**src/rtl/uart_rx.sv**
```systemverilog
// 8N1 UART receiver: 2-flop input synchronizer, mid-bit sampling, one-cycle
// data_valid / frame_err pulses and a BREAK hold state for a line held low.
module uart_rx #(
    parameter int BAUD_RATE   = 115_200,
    parameter int CLOCK_SPEED = 50_000_000,
    parameter int BAUD_WIDTH  = int'(CLOCK_SPEED / BAUD_RATE),
    parameter int HALF_WIDTH  = BAUD_WIDTH / 2,
    parameter bit INVERT_DATA = 1'b1
) (
    input  logic       clk,
    input  logic       rst,
    input  logic       rx,
    output logic [7:0] data,
    output logic       data_valid,
    output logic       frame_err,
    output logic       busy
);

    typedef enum logic [2:0] {
        ST_IDLE  = 3'd0,
        ST_START = 3'd1,
        ST_DATA  = 3'd2,
        ST_STOP  = 3'd3,
        ST_BREAK = 3'd4
    } state_t;

    localparam logic [8:0] BAUD_LAST = 9'(BAUD_WIDTH - 1);
    localparam logic [8:0] HALF_LAST = 9'(HALF_WIDTH - 1);
    localparam logic [7:0] DATA_MASK = {8{INVERT_DATA}};

    state_t     state_q;
    logic [8:0] cnt_q;
    logic [2:0] bit_idx_q;
    logic [7:0] shift_q;
    logic       sync1_q;
    logic       sync2_q;
    logic       rx_s;

    assign rx_s = sync2_q;
    assign busy = (state_q != ST_IDLE);

    // Synchronizer, bit timing, shift register and output pulses.
    always_ff @(posedge clk) begin
        if (rst) begin
            state_q    <= ST_IDLE;
            cnt_q      <= 9'd0;
            bit_idx_q  <= 3'd0;
            shift_q    <= 8'd0;
            data       <= 8'd0;
            data_valid <= 1'b0;
            frame_err  <= 1'b0;
            sync1_q    <= 1'b1;
            sync2_q    <= 1'b1;
        end else begin
            sync1_q    <= rx;
            sync2_q    <= sync1_q;
            data_valid <= 1'b0;
            frame_err  <= 1'b0;
            case (state_q)
                ST_IDLE: begin
                    cnt_q <= 9'd0;
                    if (!rx_s) begin
                        state_q <= ST_START;
                    end
                end
                ST_START: begin
                    if (cnt_q == HALF_LAST) begin
                        cnt_q     <= 9'd0;
                        bit_idx_q <= 3'd0;
                        state_q   <= rx_s ? ST_IDLE : ST_DATA;
                    end else begin
                        cnt_q <= cnt_q + 9'd1;
                    end
                end
                ST_DATA: begin
                    if (cnt_q == BAUD_LAST) begin
                        cnt_q     <= 9'd0;
                        shift_q   <= {rx_s, shift_q[7:1]};
                        bit_idx_q <= bit_idx_q + 3'd1;
                        if (bit_idx_q == 3'd7) begin
                            state_q <= ST_STOP;
                        end
                    end else begin
                        cnt_q <= cnt_q + 9'd1;
                    end
                end
                ST_STOP: begin
                    // Leaving at mid-stop lets a start bit right after the stop bit be seen.
                    if (cnt_q == BAUD_LAST) begin
                        cnt_q <= 9'd0;
                        if (rx_s) begin
                            data       <= shift_q ^ DATA_MASK;
                            data_valid <= 1'b1;
                            state_q    <= ST_IDLE;
                        end else begin
                            frame_err <= 1'b1;
                            state_q   <= ST_BREAK;
                        end
                    end else begin
                        cnt_q <= cnt_q + 9'd1;
                    end
                end
                ST_BREAK: begin
                    cnt_q <= 9'd0;
                    if (rx_s) begin
                        state_q <= ST_IDLE;
                    end
                end
                default: begin
                    state_q <= ST_IDLE;
                    cnt_q   <= 9'd0;
                end
            endcase
        end
    end

endmodule

```
**config.mk**
```make
export PLATFORM = sky130hd
export DESIGN_NAME = uart_rx
export DESIGN_NICKNAME = d
export VERILOG_FILES = /design/src/rtl/uart_rx.sv
export SDC_FILE = /design/constraint.sdc
export NUM_CORES = 1
export LEC_CHECK = 0
export ABC_AREA = 1
export CORE_MARGIN = 1.5
export CORE_UTILIZATION = 51
export CTS_BUF_LIST = sky130_fd_sc_hd__clkbuf_8
export DETAILED_ROUTE_END_ITERATION = 7
export GPL_TIMING_DRIVEN = 0
export PLACE_DENSITY = 0.72
export REMOVE_ABC_BUFFERS = 1
export SYNTH_ARGS = -nofsm -noshare
export SYNTH_HDL_FRONTEND = slang
export SYNTH_SLANG_ARGS = --single-unit
```
**constraint.sdc**
```tcl
create_clock -name clk -period 2.4 [get_ports clk]
set_input_delay 0.6 -clock clk [delete_from_list [all_inputs] [get_ports clk]]
set_output_delay 0.6 -clock clk [all_outputs]
set_load 0.01 [all_outputs]
```
**Register map, names as in the netlist**

Scale bar: 20 um. Other sequential cells in the stronger gray, the rest of the logic in the fainter gray.
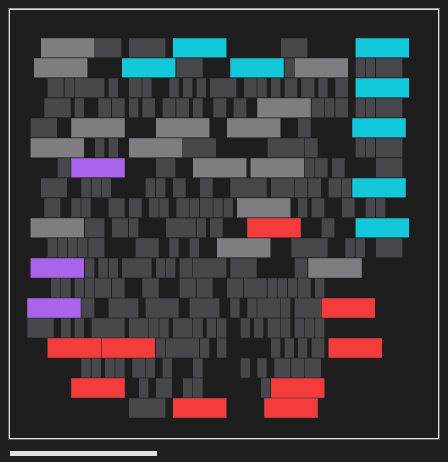
legend:
  state_q:
    color: purple
    sequential_cells: 3
  cnt_q:
    color: red
    sequential_cells: 9
  data:
    color: cyan
    sequential_cells: 8
sequential portion of the cell area: 0.392
total sequential power: 0.662 mW
Post-Route Utilization: 0.632

**Wiring by layer**

Scale bar: 20 um. Only two layers are drawn.
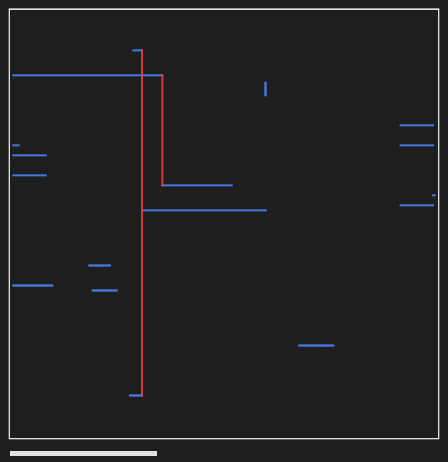
legend:
  M4:
    color: red
    wire_length: 61.9 um
  M3:
    color: blue
    wire_length: 89.6 um
routed length per instance: 10.8 um
overall fraction of global-route tracks in use: 0.189
DR vias: 1,267
Total Wirelength: 2740 um

==> run notes <==
### Outcome
• complete, no violations — result of the run

### Clock network
• 2 — Clock Path Buffers
• 5 — clock buffers created by TritonCTS
• sky130_fd_sc_hd__clkbuf_8 — Root Buffer Master
• 2 — number of H-tree levels
• 0 — Post CTS Setup Buffer Count
• built — CTS tree
• 0.28 ns — Skew-Pair Late Insertion Delay
• 0.07 ns — CTS clk-pin slew, worst paths
• 0 — cts hold-fix bufs
• 35 — clk sinks

### Finish
• 712 um2 — area used by multi-input combinational logic
• 279 — fill cell instance count of the final layout
• 701 um2 — sequential cell area
• 0 — count of inserted antenna diode cells
• sky130_fd_sc_hd__nor2_1 (41), sky130_fd_sc_hd__dfxtp_1 (35), sky130_fd_sc_hd__inv_1 (29), sky130_fd_sc_hd__nand2_1 (25), sky130_fd_sc_hd__o21ai_0 (14) — top logic cells by instance count in the layout
• 0.00179 mm2 — Post-Layout Inst Area
• 15.1% — synthesis-to-layout area growth
• 230 — Total Nets Final
• sky130_fd_sc_hd__nor2_1 — commonest non-fill, non-tap cell in the layout
• 0.121 — layout cells sized above 1

### Placed design
• 2080 um — estimated wirelength of the detail-placed design
• 0.779 — Placer Congestion
• 0.00170 mm2 — total placed instance area
• 13 — Buffers on Ports

### Worst setup path
• 5 — crit path max fanout
• sky130_fd_sc_hd__clkdlybuf4s50_1 — cell with the largest stage delay on the worst path
• nor2_1 > nand2_1 > clkdlybuf4s50_1 — list of cells traversed by the critical path
• bit_idx_q[0]$_SDFFE_PP0P_ — critical register-to-register path endpoint
• cnt_q[1]$_SDFF_PP0_ — Reg2Reg Launch Point
• 0.49 ns — highest cell delay on the worst timing path
• 1.80 ns — data required time at the worst endpoint
• 0.79 ns — setup slack of the worst register-to-register path
• 1.50 ns — critical path data arrival time
• flop — critical path startpoint category
• primary output — type of destination of the critical path
• flop to primary output — critical path start-end classification
• 9 — Reg2Reg Depth

### Die
• 58.2 um — width of the die
• 14 — total I/O pin count
• 19 — placement row count
• 0.00338 mm2 — area of the die
• 0.00283 mm2 — placeable core area
• 58.2 um — height of the chip
• 0.549 — pre-placement core utilization

### Yosys
• sky130_fd_sc_hd__dfxtp_1 — flip-flop cell with the highest count after synthesis
• 0.00155 mm2 — post-synthesis instance area
• 0 — post-synth tally of flip-flops with integrated enable
• 0.00155 mm2 — total cell area reported by yosys after synthesis
• 205 — number of cells in the yosys synthesis report
• 205 — synthesized instance count
• 0.451 — sequential-to-total area share from yosys stat
• 35 — register bit count reported by yosys
• 0 — Post-synth ARST share
• 28 — Cell Type Count
• 0 — warning count from the yosys run

### Timing
• 0 — number of failing setup endpoints in the final timing report
• 0.877 — period utilization
• 0.475 GHz — timing-limited maximum frequency
• 0 — Final Hold Violating Endpoints
• 0 — number of max-slew violations in the final report
• 0.705 — Max-slew headroom
• 0.446 ns — final-layout worst hold slack
• 0.442 ns — worst slew pin tran
• 0 ns — setup TNS after final layout
• 0.00690 ns — Layout Skew
• 2.10 ns — final critical-path required period
• false — RSZ-0062 raised after global routing

### Detailed routing
• 0 — total DRC errors in the routed layout
• 36 — number of DRC violations after detailed-routing iteration 0
• 6 — length of the first detailed-routing pass in iterations
• 0 — remaining number of nets flagged by the antenna check after routing
• 4.99 — post-detailed-route via-to-cell ratio

### Hold path
• rx_s$_SDFF_PP1_ — endpoint with the worst hold slack
• 1 — Hold Crit Depth
• flop to flop — min-delay worst type
• sync1_q$_SDFF_PP1_ — hold path start

### Global route
• 1,147 — vias in the first global route
• 0 — antenna violations before repair
• 0 — Remaining Overflow, GRT
• 4830 um — wire length of the first global-routing pass
• 20 — largest net degree at the start of global routing

### Job
• 0 — count of max-cap constraint violations
• 27 — number of warnings the tools reported

### Pwr
• 411 uV — Max VDD drop
• 0.697 nW — leakage dissipation

**Routing congestion**

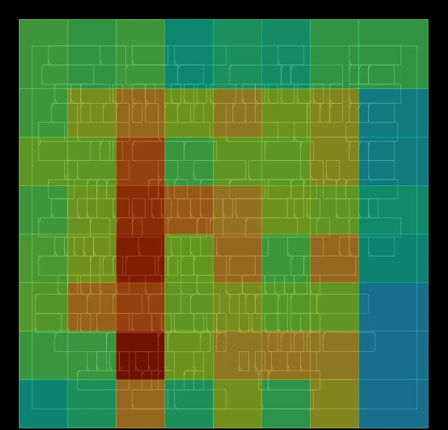
met2 GRT Util: 0.287
met3 track utilization from global routing: 0.0469
grt peak-use layer: met2

==> critical path: cells and delay by family, from the launching register on <==
kind | cells | cell delay [ns]
AND/OR/NAND/NOR | 2 | 0.36
buffers and inverters | 1 | 0.49
flip-flops | 1 | 0.37
==> layer usage <==
metal,global-route usage,part of all wire,vias to the layer above
met4,0.120,0.022,0
met5,0,0,-
met2,0.287,0.47,21
met1,0.238,0.47,561
li1,-,-,680
met3,0.0469,0.032,5
==> power breakdown <==
part	internal, mW	total [mW]	leakage, nW	switching [mW]
logic	0.125	0.319	0.368	0.194
clock network	0.198	0.401	0.0453	0.203
registers	0.621	0.662	0.283	0.0411
==> cell families after synthesis <==
kind of cell | after synthesis | share of synthesized area
and+or+nand+nor | 93 | 0.282
DFF | 35 | 0.451
adders and majority gates | 5 | 0.0403
AOI/OAI and AO/OA | 36 | 0.125
buffers and inverters | 34 | 0.0903
xor gates and xnor gates | 2 | 0.0113
==> per-stage QoR <==
stage               power (mW)  cells   util  worst slack, ns
finish                    1.38    254  0.632            0.295
global route              1.47    254  0.632            0.222
CTS                       1.40    254  0.632            0.279
detailed placement       0.995    246  0.602            0.449
global placement         0.974    246  0.602            0.497
floorplan                0.910    202      -            0.987
==> worst max path at each step <==
| stage | slack (ns) | cells after the start | end | from |
|---|---|---|---|---|
| final | 0.30 | 3 | busy | state_q[0]$_SDFFE_PP0P_ |
| after CTS | 0.28 | 3 | busy | state_q[0]$_SDFFE_PP0P_ |
| after global routing | 0.22 | 3 | busy | state_q[0]$_SDFFE_PP0P_ |
| after global placement | 0.50 | 4 | shift_q[2]$_SDFFE_PP0P_ | rst |
| after floorplan | 0.99 | 9 | bit_idx_q[0]$_SDFFE_PP0P_ | cnt_q[1]$_SDFF_PP0_ |
| after detailed placement | 0.45 | 4 | shift_q[1]$_SDFFE_PP0P_ | rst |
==> state kept, by name, summed over array words and instances (netlist names) <==
register	cells
shift_q	8
sync1_q	1
state_q	3
frame_err	1
data_valid	1
data	8
cnt_q	9
rx_s	1
bit_idx_q	3
==> final cells by class <==
cell class	instances	share of cell area
flip-flops and latches	35	0.392
well taps	31	0.0217
multi-input cells	136	0.398
repair buffers	13	0.0728
inverters	31	0.0679
clock inverters	3	0.00910
clock buffers	5	0.0385
==> Yosys cell counts (3+ instances only) <==
master | n | share of area
sky130_fd_sc_hd__dfxtp_1 | 35 | 0.45
sky130_fd_sc_hd__o21ai_0 | 14 | 0.045
sky130_fd_sc_hd__nand3_1 | 5 | 0.016
sky130_fd_sc_hd__a21oi_1 | 12 | 0.039
sky130_fd_sc_hd__nand2_1 | 25 | 0.060
sky130_fd_sc_hd__ha_1 | 5 | 0.040
sky130_fd_sc_hd__nor2_4 | 3 | 0.022
sky130_fd_sc_hd__nand2_2 | 6 | 0.024
sky130_fd_sc_hd__nor2_1 | 41 | 0.099
sky130_fd_sc_hd__nor3_1 | 4 | 0.013
sky130_fd_sc_hd__inv_1 | 28 | 0.068
sky130_fd_sc_hd__o21ai_1 | 4 | 0.013
Power is estimated from default activity; no workload was simulated.
